**Wire density map**

11 x 11 tiles, from black (low) to pale yellow (high), scaled to the fullest tile. Values are wire area over tile area, all layers added.
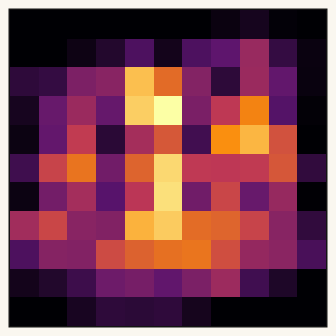
**Clock distribution**

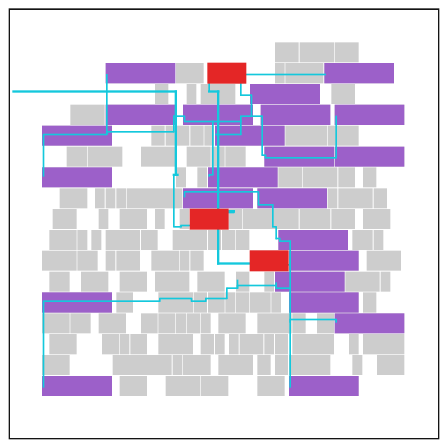
**Zoomed window**

Scale bar: 10 um. Region (15, 4) to (40, 29) um. Cells in gray, sequential cells in the stronger gray; small squares are vias.
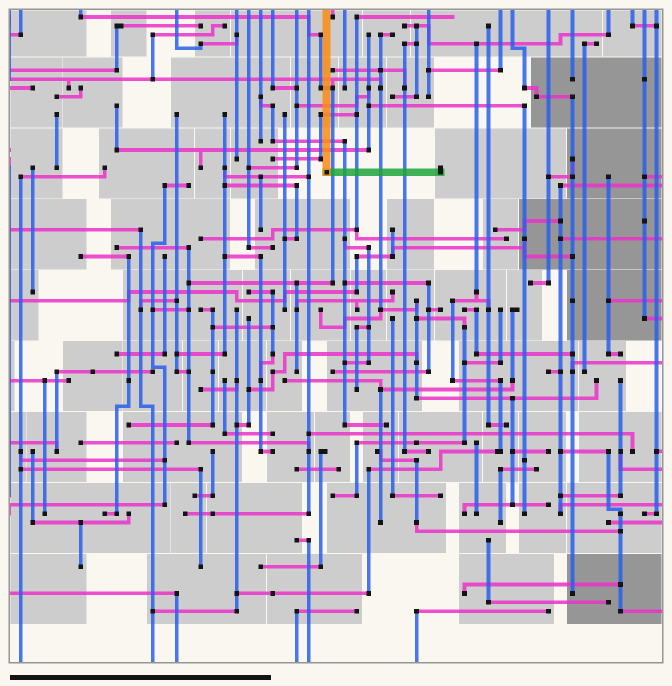
**Logic cells by family**

Scale bar: 20 um.
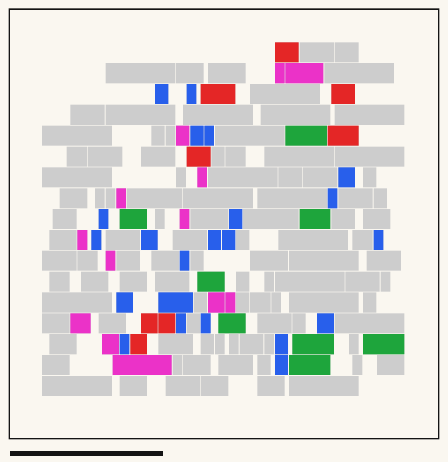
===== src/rtl/fan_pkg.sv =====
// Shared types and constants for the fan PWM driver: FSM state encoding,
// duty width and number of PWM slots per period.
package fan_pkg;

    localparam int DUTY_W    = 4;
    localparam int PWM_SLOTS = 16;

    localparam logic [DUTY_W-1:0] DUTY_MAX = 4'd15;

    typedef enum logic [1:0] {
        IDLE = 2'd0,
        KICK = 2'd1,
        RAMP = 2'd2,
        RUN  = 2'd3
    } fan_state_e;

endpackage


===== src/rtl/fan_pwm_gen.sv =====
// PWM generator: prescaled 16-slot counter, duty latched at the period wrap
// so the compare level never changes inside a period.
module fan_pwm_gen
    import fan_pkg::*;
#(
    parameter int PWM_PRESC = 4
) (
    input  logic              clk,
    input  logic              rst,
    input  logic [DUTY_W-1:0] duty,
    output logic              fan_pwm
);

    localparam int SLOT_W  = $clog2(PWM_SLOTS);
    localparam int PRESC_W = $clog2(PWM_PRESC + 1);
    localparam logic [PRESC_W-1:0] PRESC_LAST = PRESC_W'(PWM_PRESC - 1);
    localparam logic [SLOT_W-1:0]  SLOT_LAST  = SLOT_W'(PWM_SLOTS - 1);

    logic [PRESC_W-1:0] presc_q, presc_d;
    logic [SLOT_W-1:0]  pwm_cnt_q, pwm_cnt_d;
    logic [DUTY_W-1:0]  duty_lat_q, duty_lat_d;

    always_comb begin
        presc_d    = presc_q + 1'b1;
        pwm_cnt_d  = pwm_cnt_q;
        duty_lat_d = duty_lat_q;
        if (presc_q == PRESC_LAST) begin
            presc_d   = '0;
            pwm_cnt_d = pwm_cnt_q + 1'b1;
            // New compare level takes effect exactly as slot 0 begins.
            if (pwm_cnt_q == SLOT_LAST) begin
                duty_lat_d = duty;
            end
        end
    end

    always_ff @(posedge clk or negedge rst) begin
        if (!rst) begin
            presc_q    <= '0;
            pwm_cnt_q  <= '0;
            duty_lat_q <= '0;
        end else begin
            presc_q    <= presc_d;
            pwm_cnt_q  <= pwm_cnt_d;
            duty_lat_q <= duty_lat_d;
        end
    end

    assign fan_pwm = (pwm_cnt_q < duty_lat_q);

endmodule


===== src/rtl/fan_pwm_driver.sv =====
// Incubator fan driver: duty ramp FSM, heater/cooler interlock and PWM output.
// Define FAN_KICKSTART_EN to add a full-duty kick-start before ramping.
module fan_pwm_driver
    import fan_pkg::*;
#(
    parameter int PWM_PRESC   = 4,
    parameter int RAMP_DIV    = 8,
    parameter int KICK_CYCLES = 32
) (
    input  logic              clk,
    input  logic              rst,
    input  logic              cooler,
    input  logic              heater,
    input  logic [DUTY_W-1:0] rps,
    output logic              fan_pwm,
    output logic              heater_en,
    output logic [DUTY_W-1:0] duty,
    output logic              fault,
    output fan_state_e        fan_state
);

    if (PWM_PRESC < 1 || RAMP_DIV < 1 || KICK_CYCLES < 1) begin : g_param_check
        $error("fan_pwm_driver: PWM_PRESC, RAMP_DIV and KICK_CYCLES must be >= 1");
    end

    localparam int STEP_W = $clog2(RAMP_DIV + 1);
    localparam logic [STEP_W-1:0] STEP_LAST = STEP_W'(RAMP_DIV - 1);

    fan_state_e        state_q, state_d;
    logic [DUTY_W-1:0] duty_q, duty_d;
    logic [STEP_W-1:0] step_q, step_d;
    logic              fault_q, fault_d;
    logic              heater_en_q, heater_en_d;
    logic [DUTY_W-1:0] tgt;

`ifdef FAN_KICKSTART_EN
    localparam int KICK_W = $clog2(KICK_CYCLES + 1);
    localparam logic [KICK_W-1:0] KICK_LAST = KICK_W'(KICK_CYCLES - 1);
    logic [KICK_W-1:0] kick_q, kick_d;
`endif

    always_comb begin
        tgt         = (cooler && !fault_q) ? rps : '0;
        fault_d     = fault_q | (cooler & heater);
        heater_en_d = heater & ~cooler & ~fault_q;
        state_d     = state_q;
        duty_d      = duty_q;
        step_d      = step_q;
`ifdef FAN_KICKSTART_EN
        kick_d      = kick_q;
`endif
        case (state_q)
            IDLE: begin
                duty_d = '0;
                if (tgt != '0) begin
`ifdef FAN_KICKSTART_EN
                    state_d = KICK;
                    duty_d  = DUTY_MAX;
                    kick_d  = '0;
`else
                    state_d = RAMP;
                    step_d  = '0;
`endif
                end
            end
`ifdef FAN_KICKSTART_EN
            KICK: begin
                if (tgt == '0 || kick_q == KICK_LAST) begin
                    state_d = RAMP;
                    step_d  = '0;
                    duty_d  = DUTY_MAX;
                end else begin
                    kick_d = kick_q + 1'b1;
                end
            end
`endif
            RAMP: begin
                // Direction is re-evaluated at every step, so a target change
                // redirects the ramp without disturbing the step timing.
                if (duty_q == tgt) begin
                    state_d = (tgt != '0) ? RUN : IDLE;
                end else if (step_q == STEP_LAST) begin
                    step_d = '0;
                    duty_d = (tgt > duty_q) ? duty_q + 1'b1 : duty_q - 1'b1;
                end else begin
                    step_d = step_q + 1'b1;
                end
            end
            RUN: begin
                if (tgt != duty_q) begin
                    state_d = RAMP;
                    step_d  = '0;
                end
            end
            default: state_d = IDLE;
        endcase
    end

    always_ff @(posedge clk or negedge rst) begin
        if (!rst) begin
            state_q     <= IDLE;
            duty_q      <= '0;
            step_q      <= '0;
            fault_q     <= 1'b0;
            heater_en_q <= 1'b0;
`ifdef FAN_KICKSTART_EN
            kick_q      <= '0;
`endif
        end else begin
            state_q     <= state_d;
            duty_q      <= duty_d;
            step_q      <= step_d;
            fault_q     <= fault_d;
            heater_en_q <= heater_en_d;
`ifdef FAN_KICKSTART_EN
            kick_q      <= kick_d;
`endif
        end
    end

    fan_pwm_gen #(
        .PWM_PRESC (PWM_PRESC)
    ) u_pwm_gen (
        .clk     (clk),
        .rst     (rst),
        .duty    (duty_q),
        .fan_pwm (fan_pwm)
    );

    assign duty      = duty_q;
    assign fault     = fault_q;
    assign heater_en = heater_en_q;
    assign fan_state = state_q;

endmodule


===== config.mk =====
export PLATFORM = sky130hd
export DESIGN_NAME = fan_pwm_driver
export DESIGN_NICKNAME = d
export VERILOG_FILES = /design/src/rtl/fan_pkg.sv /design/src/rtl/fan_pwm_gen.sv /design/src/rtl/fan_pwm_driver.sv
export SDC_FILE = /design/constraint.sdc
export NUM_CORES = 1
export LEC_CHECK = 0
export CORE_MARGIN = 4
export CORE_UTILIZATION = 62
export CTS_BUF_LIST = sky130_fd_sc_hd__clkbuf_8
export DETAILED_ROUTE_END_ITERATION = 10
export MAX_ROUTING_LAYER = met4
export PLACE_DENSITY = 0.91
export SLEW_MARGIN = 20
export SYNTH_ARGS = -nofsm -noshare
export SYNTH_HDL_FRONTEND = slang
export SYNTH_HIERARCHICAL = 1
export SYNTH_SLANG_ARGS = --single-unit

===== constraint.sdc =====
create_clock -name clk -period 4.2 [get_ports clk]
set_clock_uncertainty 0.1 [all_clocks]
set_input_delay 1.26 -clock clk [delete_from_list [all_inputs] [get_ports clk]]
set_output_delay 1.26 -clock clk [all_outputs]
set_load 0.005 [all_outputs]

==> impl_metrics.toml <==
# implementation run metrics
[outcome]
status = "completed"

[placement]
routabilityCongestion = 0.862
numPlacedInstances = 175
portBuffers = 16
dp_hpwl_mm = 2.14

[floorplan]
initCoreUtil_pct = 64.8
dieArea_um2 = 3120
rows = 17

[yosys]
yosysChipArea_um2 = 1420
largest_area_cell = "dfrtp_1"
yosys_cells = 133
yosys_warnings = 6
synth_dominant_cell_count = "dfrtp_1"
xor_share_pct = 2.47
common_cells = "23 x dfrtp_1, 16 x ha_1, 14 x inv_1"
synth_seq_share_pct = 40.6
yosys.area.top_type_share_pct = 40.6
yosys_most_used_dff = "dfrtp_1"
edf_count = 0
synth_cell_types = 36
synth.cell_area_um2 = 1420
synth_flops = 23
top_cells_by_area = "dfrtp_1 41%, ha_1 14%, mux2_4 4.2%"
synthArstFlopShare_pct = 100
postSynthAreaPerCell_um2 = 10.7
floorplan.nets = 158

[setup_path]
r2r-start = "fault"
startpoint_type = "input pin"
crit_end = "duty[3]"
r2r_setup_slack_ns = 1.47
cp.depth = 13
cp_top_family = "AND-OR/OR-AND gates"
slowest_delay_ns = 0.46
cp_cell_sequence = "clkdlybuf4s50_1, nor2b_1, and2_1, ha_1, a21oi_1, o21ai_0, nand2_1, ha_1, a21o_1, a21oi_1, nor2_1, mux2i_1, mux2i_1"
critPathKind = "input pin to flip-flop"
cp-end-kind = "flip-flop"
slowest_stage = "clkdlybuf4s50_1"
required_ns = 4.29
arrival_ns = 3.95

[final_timing]
fin_ws_ns = 0.341
relSlewSlack_pct = 67.2
whs_ns = 0.337
setup_viol = 0
tns_ns = 0
tightest_slew_ns = 0.492

[global_routing]
use_met2_pct = 34.3
grt.overflow.total = 0
grt_usage_pct = 19.2
busiest_layer = "met2"
grt_pass1_vias = 1063

[route]
ant_nets = 0
drcViolationCount = 0
post_drt_wl_per_cell_um = 15.2
drt_iter0_drc = 26

[layout]
regArea_um2 = 576
flops = 23
drive_gt1_share_pct = 11.9
nFillCells = 143
n_all_inverters = 14
fin_area_um2 = 1640
seq_share_pct = 35.1
logic_area_um2 = 774
n_all_buffers = 16
final_nets = 177

[min_path]
hold-path-endpoint = "u_pwm_gen/presc_q[0]"
hold_start = "u_pwm_gen/presc_q[0]"
hold_path_class = "flip-flop to flip-flop"

[pwr]
p_comb_share_pct = 27.5
powerDensity_nw_per_um2 = 328
p_total_uw = 538
p_int_uw = 368
seq_power_uw = 253
p_leak_uw = 0.000770
p_sw_share_pct = 31.6
power_leader = "sequential cells"

[clock_network]
cts_tree = "yes"
cts_buffers = 3
path_clk_slew_ns = 0.08
clk_path_buf_depth = 2
cts_hold_buf = 0

[run]
max_cap_violations = 0
warnings = 29
-- 'wire density map' (at the start) --
- fullest tile: 0.44
- nearly empty tiles: 17%
- tiles over half the peak: 26%
- mean over tiles: 0.13

-- 'clock distribution' (at the start) --
- clock wires: cyan (length 270 um)
- flip-flops: purple (count 23)
- clock drivers: red (count 3)
- routed clock nets: 4

-- 'zoomed window' (at the start) --
- metal 2: blue
- metal 1: magenta
- metal 3: green
- metal 4: orange
- most frequent: inv_1 (7), ha_1 (6), clkdlybuf4s50_1 (6)
- netlist names of flops here include: u_pwm_gen/duty_lat_q (2)
- sequential cells in the window: 2
- cells with their middle in the window: 59

-- 'logic cells by family' (at the start) --
- NAND gates: blue (cells 22; most used nand2_1)
- multiplexers: green (cells 8; most used mux2_4)
- NOR gates: magenta (cells 13; most used nor2_1)
- AND and OR gates: red (cells 8; most used and2_1)
Cell Count, Final, Fillers Out: 179
most used logic cell in the final layout: dfrtp_1
fraction of area in multi-input gates: 47.3%

